==> config.mk <==
export PLATFORM = sky130hd
export DESIGN_NAME = display_share_arbiter
export DESIGN_NICKNAME = d
export VERILOG_FILES = /design/src/rtl/display_share_arbiter.sv
export SDC_FILE = /design/constraint.sdc
export NUM_CORES = 1
export LEC_CHECK = 0
export ABC_CLOCK_PERIOD_IN_PS = 4000
export CELL_PAD_IN_SITES_DETAIL_PLACEMENT = 1
export CELL_PAD_IN_SITES_GLOBAL_PLACEMENT = 2
export CORE_ASPECT_RATIO = 1.75
export CORE_MARGIN = 8
export CORE_UTILIZATION = 31
export CTS_BUF_LIST = sky130_fd_sc_hd__clkbuf_4
export CTS_CLUSTER_DIAMETER = 120
export CTS_CLUSTER_SIZE = 20
export DETAILED_ROUTE_END_ITERATION = 7
export GPL_TIMING_DRIVEN = 0
export PLACE_DENSITY = 0.92
export SYNTH_ARGS = -nofsm -noshare
export SYNTH_HDL_FRONTEND = slang
export SYNTH_SLANG_ARGS = --single-unit
==> constraint.sdc <==
create_clock -name clock -period 4 [get_ports clock]
set_input_delay 0.8 -clock clock [delete_from_list [all_inputs] [get_ports clock]]
set_output_delay 0.8 -clock clock [all_outputs]
set_load 0.005 [all_outputs]
==> run_1/clock_map.png <==
The bar under the picture is 20 µm long.
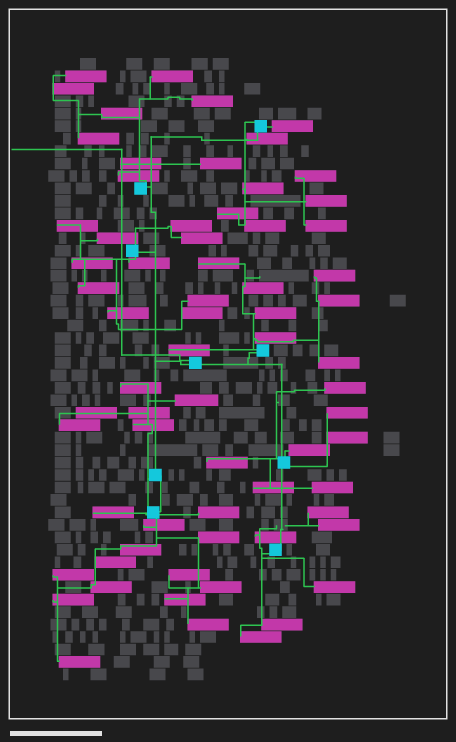
[green] clock wires | length: 985 µm
[magenta] flip-flops | count: 68
[cyan] cells driving clock nets | count: 9
routed clock nets	10
clock power share: 18.6%
P_clk: 0.580 mW
Layout Skew: 0.0152 ns
clk latency late pin: 0.43 ns

==> run_1/metal_stack.png <==
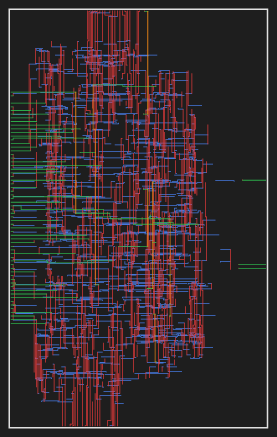
color	layer	wire length
green	met3	885 µm
blue	met1	3870 µm
orange	met4	272 µm
red	met2	5890 µm
via count: 3159
DR WL/cell: 17.7 µm

==> run_1/met3.png <==
The bar under the picture is 20 µm long.
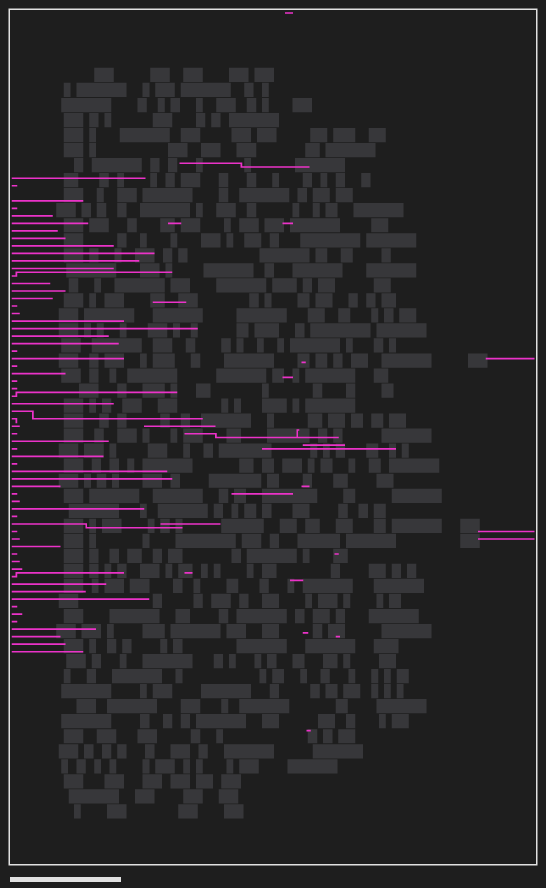
wire length on this layer	885 µm
longest straight run	33.4 µm
share of all routed wire	8.1%
main direction	horizontal
total wire length: 10900 µm
M3 GR Usage: 5.91%

==> job_summary.md, run 1 <==
## PnR job results

| Metric | Value |
|---|---|
| Status | `complete, no violations` |
| Drt drc | `0` |
| Number of DRC markers in iteration 0 | `68` |
| Min Tclk post-route | `2.95 ns` |
| Main flop type | `dfrtp_1` |
| CP max stage cell | `or3b_2` |
| Seq. pwr | `1.09 mW` |
| CP endpoint kind | `register` |
| Filler cells | `1268` |
| CP Max Fanout | `10` |
| Max power group | `combinational cells` |
| Worst IR drop on VDD | `294 µV` |
| Tool Warnings | `27` |
| Initial antenna violation count | `0` |
| Synth flops | `68` |
| CTS sink count | `68` |
| TritonRoute pass-1 iters | `4` |
| Rel. slew slack | `41.2%` |
| Port bufs | `102` |
| Share of post-route cells with drive strength above 1 | `8.62%` |
| Crit path depth | `10` |
| Final net count | `553` |
| Synthesized netlist cell count | `369` |
| Fin worst setup slack | `1.05 ns` |
| Final Hold Vio Count | `0` |
| Logic pwr share | `46.3%` |
| Final Max Slew Viols | `0` |
| Cell internal pwr | `1.94 mW` |
| XOR Share, Synth | `5.41%` |
| Mux area share | `0.589%` |
| CTS buffer count | `9` |
| Root Driver | `clkbuf_4` |
| M1 GR Usage | `15.3%` |
| Yosys stat area | `3400 µm²` |
| Max Clk Rate | `0.339 GHz` |
| Cell count listed in synth_stat.txt | `369` |
| Commonest cells after routing, fill and taps aside | `clkdlybuf4s50_1, a21oi_1, dfrtp_1, nor2_1, nand2_1` |
| Die width | `95.2 µm` |
| CP bufs+invs | `3` |
| Met2 Resource Use GR | `28.1%` |
| WP data required | `4.33 ns` |
| Die height | `155 µm` |
| Max reg flops | `32` |
| Compound-Gate Fraction of Synth Area | `19.4%` |
| Post-synth top area share | `49.3%` |
| Cell area leaders | `dfrtp_1, a21oi_1, nor2_1` |
| Top-count cell post-synth | `a21oi_1` |
| Sequential-to-total area share from yosys stat | `50.1%` |
| Place WS | `0.933 ns` |
| CTS Hold Bufs | `0` |
| Comb area leader | `AND-OR/OR-AND gates` |
| Gr ovfl total | `0` |
| Arr. time, crit path | `3.28 ns` |
| Leak pwr | `1.89 nW` |
| All-layer global routing usage | `15.7%` |
| Most used cell, CP | `a21oi_1` |
| Yosys top cell by area | `dfrtp_1` |
| Cycle use final | `73.7%` |
| Clock Tree Buf Depth | `2` |
| Logic area | `1560 µm²` |
| Core footprint | `10700 µm²` |
| Pin count of the biggest net entering global routing | `69` |
| Max-Cap Viols | `0` |
| IO Pins | `105` |
| Final setup viols | `0` |
| Async S/R FF share, synth | `100%` |
| Top cell excl fill/tap | `clkdlybuf4s50_1` |
| Setup CP Type | `register to register` |
| Seq. cell area | `1700 µm²` |
| Crit path launch type | `register` |
| Switching share of total power | `37.7%` |
| FA/HA/MAJ Cells, Area Fraction | `1.10%` |
| N_diodes | `0` |
run 1: stage by stage:
step	instances	hold WS [ns]	area, µm²	utilization (%)	power [mW]
3_3_place_gp	601	0.500	4580	42.9	2.52
6_report	617	0.462	4760	44.5	3.12
3_5_place_dp	601	0.506	4580	42.8	2.58
5_1_grt	617	0.521	4760	44.5	3.35
2_1_floorplan	369	0.485	3400	-	1.83
4_1_cts	617	0.482	4760	44.5	3.18
run 1: area by class of cell:
class                      count  area share (%)
sequential                    68            35.7
multi-input combinational    275            32.7
timing repair buffer         102            21.4
tap                          130            3.41
buffer                        22            2.65
clock inverter                 7            2.42
clock buffer                   9            1.42
inverter                       4           0.315
run 1: per-layer routing:
layer,wire (µm),share of wire (%)
met1,3870,35
met2,5890,54
met3,885,8.1
met4,272,2.5
met5,0,0
==> run_1/final_congestion.png <==
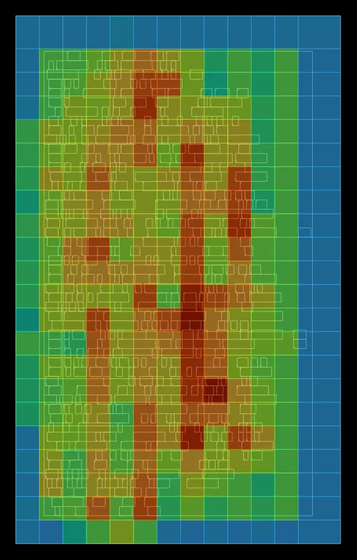

==> run 2: changes to the inputs <==
==> config.mk (replaced) <==
export PLATFORM = sky130hd
export DESIGN_NAME = display_share_arbiter
export DESIGN_NICKNAME = d
export VERILOG_FILES = /design/src/rtl/display_share_arbiter.sv
export SDC_FILE = /design/constraint.sdc
export NUM_CORES = 1
export LEC_CHECK = 0
export ABC_CLOCK_PERIOD_IN_PS = 2550
export CELL_PAD_IN_SITES_DETAIL_PLACEMENT = 1
export CELL_PAD_IN_SITES_GLOBAL_PLACEMENT = 2
export CORE_ASPECT_RATIO = 1.75
export CORE_MARGIN = 8
export CORE_UTILIZATION = 26
export CTS_BUF_LIST = sky130_fd_sc_hd__clkbuf_4
export CTS_CLUSTER_DIAMETER = 120
export CTS_CLUSTER_SIZE = 20
export DETAILED_ROUTE_END_ITERATION = 7
export GPL_TIMING_DRIVEN = 0
export PLACE_DENSITY = 0.82
export SYNTH_ARGS = -nofsm -noshare
export SYNTH_HDL_FRONTEND = slang
export SYNTH_SLANG_ARGS = --single-unit
==> constraint.sdc (replaced) <==
create_clock -name clock -period 2.55 [get_ports clock]
set_input_delay 0.51 -clock clock [delete_from_list [all_inputs] [get_ports clock]]
set_output_delay 0.51 -clock clock [all_outputs]
set_load 0.005 [all_outputs]
==> run_2/final_congestion.png <==
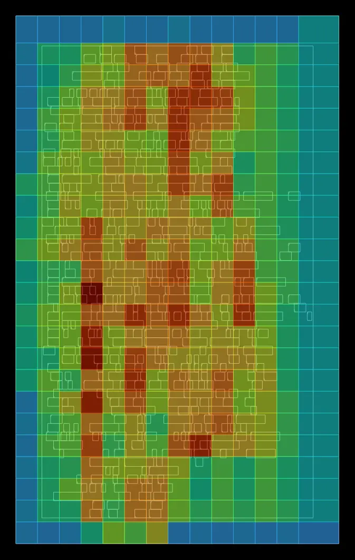
M3 GR Usage: 3.16%
met2 Resource Use GR: 27.3%
final core utilization: 41.5%
M1 GR Usage: 15.3%
all-layer global routing usage: 14.7%

==> run 2 against run 1 <==
  * Hold slack worse by 0.27 ns
  * Non-clock buffer count rose by 10
  * Worst setup slack worse by 1.0 ns
  * Fmax increased by 16%
  * Area after synthesis did not move
  * Register-to-register slack worse by 1.0 ns
  * Highest routed layer unchanged
  * Combinational power is 99% higher
  * Global-route usage is 0.94 points lower
  * Synthesized cell count unchanged
  * Largest cell class is now logic gates
  * Utilization shrank 3.1 points
  * Cell count grew 8.6%
  * Largest power group unchanged
  * Sequential cell count unchanged
==> job_summary.md, run 2 <==
## PnR job results

| Metric | Value |
|---|---|
| Tool Warnings | `29 (was 27)` |
| Final Max Slew Viols | `0 (unchanged)` |
| Cell count listed in synth_stat.txt | `369 (unchanged)` |
| Total wire length | `12600 µm (was 10900 µm)` |
| Initial antenna violation count | `1 (was 0)` |
| Drt drc | `0 (unchanged)` |
| Placer Congestion | `0.774 (was 0.802)` |
| DR WL met3 | `478 µm (was 885 µm)` |
| Wl on met1 | `4610 µm (was 3870 µm)` |
| Main flop type | `dfrtp_1 (unchanged)` |
| Cell internal pwr | `3.19 mW (was 1.94 mW)` |
| Final Hold Vio Count | `0 (unchanged)` |
| Clock power share | `13.4% (was 18.6%)` |
| Highest Signal Layer | `met4 (unchanged)` |
| Die width | `102 µm (was 95.2 µm)` |
| Place WS | `-0.556 ns (was 0.933 ns)` |
| Layout Skew | `0.0290 ns (was 0.0152 ns)` |
| Total chip power | `5.31 mW (was 3.12 mW)` |
| Root Driver | `clkbuf_4 (unchanged)` |
| Max reg flops | `32 (unchanged)` |
| Max-Cap Viols | `0 (unchanged)` |
| Yosys top cell by area | `dfrtp_1 (unchanged)` |
| DR WL/cell | `18.8 µm (was 17.7 µm)` |
| Top cell excl fill/tap | `clkdlybuf4s50_1 (unchanged)` |
| WP data required | `2.88 ns (was 4.33 ns)` |
| Setup CP Type | `register to register (unchanged)` |
| CTS buffer count | `9 (unchanged)` |
| Final Cell Area | `5340 µm² (was 4760 µm²)` |
| Cycle use final | `99.4% (was 73.7%)` |
| Leak pwr | `2.04 nW (was 1.89 nW)` |
| Min Tclk post-route | `2.53 ns (was 2.95 ns)` |
| Crit path launch type | `register (unchanged)` |
| Rel. slew slack | `35.7% (was 41.2%)` |
| Die height | `167 µm (was 155 µm)` |
| Max Clk Rate | `0.395 GHz (was 0.339 GHz)` |
| Final net count | `563 (was 553)` |
| Synth flops | `68 (unchanged)` |
| Max power group | `combinational cells (unchanged)` |
| Pin count of the biggest net entering global routing | `69 (unchanged)` |
| Yosys stat area | `3400 µm² (unchanged)` |
| Synthesized netlist cell count | `369 (unchanged)` |
| Core footprint | `12900 µm² (was 10700 µm²)` |
| WL met2 | `7350 µm (was 5890 µm)` |
| Share of post-route cells with drive strength above 1 | `23.7% (was 8.62%)` |
| CP endpoint kind | `register (unchanged)` |
| Finished Layout Cells | `670 (was 617)` |
| CP max stage cell | `dfrtp_1 (was or3b_2)` |
| Port bufs | `102 (unchanged)` |
| Final setup viols | `0 (unchanged)` |
| CTS Hold Bufs | `0 (unchanged)` |
| TritonRoute pass-1 iters | `4 (unchanged)` |
| Worst IR drop on VDD | `396 µV (was 294 µV)` |
| CP Max Fanout | `10 (unchanged)` |
| Crit path depth | `9 (was 10)` |
| Clk latency late pin | `0.43 ns (about the same)` |
| Via count | `3270 (was 3159)` |
| Seq. pwr | `1.74 mW (was 1.09 mW)` |
| Top-count cell post-synth | `a21oi_1 (unchanged)` |
| Logic pwr share | `53.8% (was 46.3%)` |
| Dpl cells | `642 (was 601)` |
| Sequential-to-total area share from yosys stat | `50.1% (unchanged)` |
| CP bufs+invs | `2 (was 3)` |
| Async S/R FF share, synth | `100% (unchanged)` |
| Switching share of total power | `40.0% (was 37.7%)` |
| Status | `complete, no violations (unchanged)` |
| Number of DRC markers in iteration 0 | `106 (was 68)` |
| Hold_ws | `0.196 ns (was 0.462 ns)` |
| CTS sink count | `68 (unchanged)` |
| Fin worst setup slack | `0.0153 ns (was 1.05 ns)` |
| Gr ovfl total | `0 (unchanged)` |
| Commonest cells after routing, fill and taps aside | `clkdlybuf4s50_1, dfrtp_1, nor2_1, a21oi_1, nand2_1 (was clkdlybuf4s50_1, a21oi_1, dfrtp_1, nor2_1, nand2_1)` |
| Arr. time, crit path | `2.87 ns (was 3.28 ns)` |
| Post-synth top area share | `49.3% (unchanged)` |
| P_clk | `0.712 mW (was 0.580 mW)` |
| Clock Tree Buf Depth | `2 (unchanged)` |
| Dpl cell area | `4630 µm² (was 4580 µm²)` |
| IO Pins | `105 (unchanged)` |
| Cell area leaders | `dfrtp_1, a21oi_1, nor2_1 (unchanged)` |
[run 2: cells by family (layout without fill, tap and decap cells)]
group / Yosys count / after routing / synth area share, %
multiplexers: 2 / 2 / 0.589
other: 0 / 2 / 0
AND/OR/NAND/NOR: 143 / 143 / 19.3
XOR/XNOR: 21 / 21 / 5.41
adder cells (fa/ha/maj): 3 / 3 / 1.10
flip-flops: 68 / 68 / 50.1
AND-OR/OR-AND: 106 / 106 / 19.4
buffers and inverters: 26 / 154 / 4.16
[run 2: final cells by class]
class | count | area [µm²]
Tap cell | 171 | 214
Inverter | 4 | 15.0
Multi-Input combinational cell | 275 | 1910
Buffer | 21 | 189
Clock buffer | 10 | 75.1
Clock inverter | 6 | 55.1
Timing Repair Buffer | 113 | 1160
Antenna cell | 2 | 5.00
Fill cell | 1465 | 7530
Sequential cell | 68 | 1710
No activity file was given, so power comes from the tool's default toggle rates.
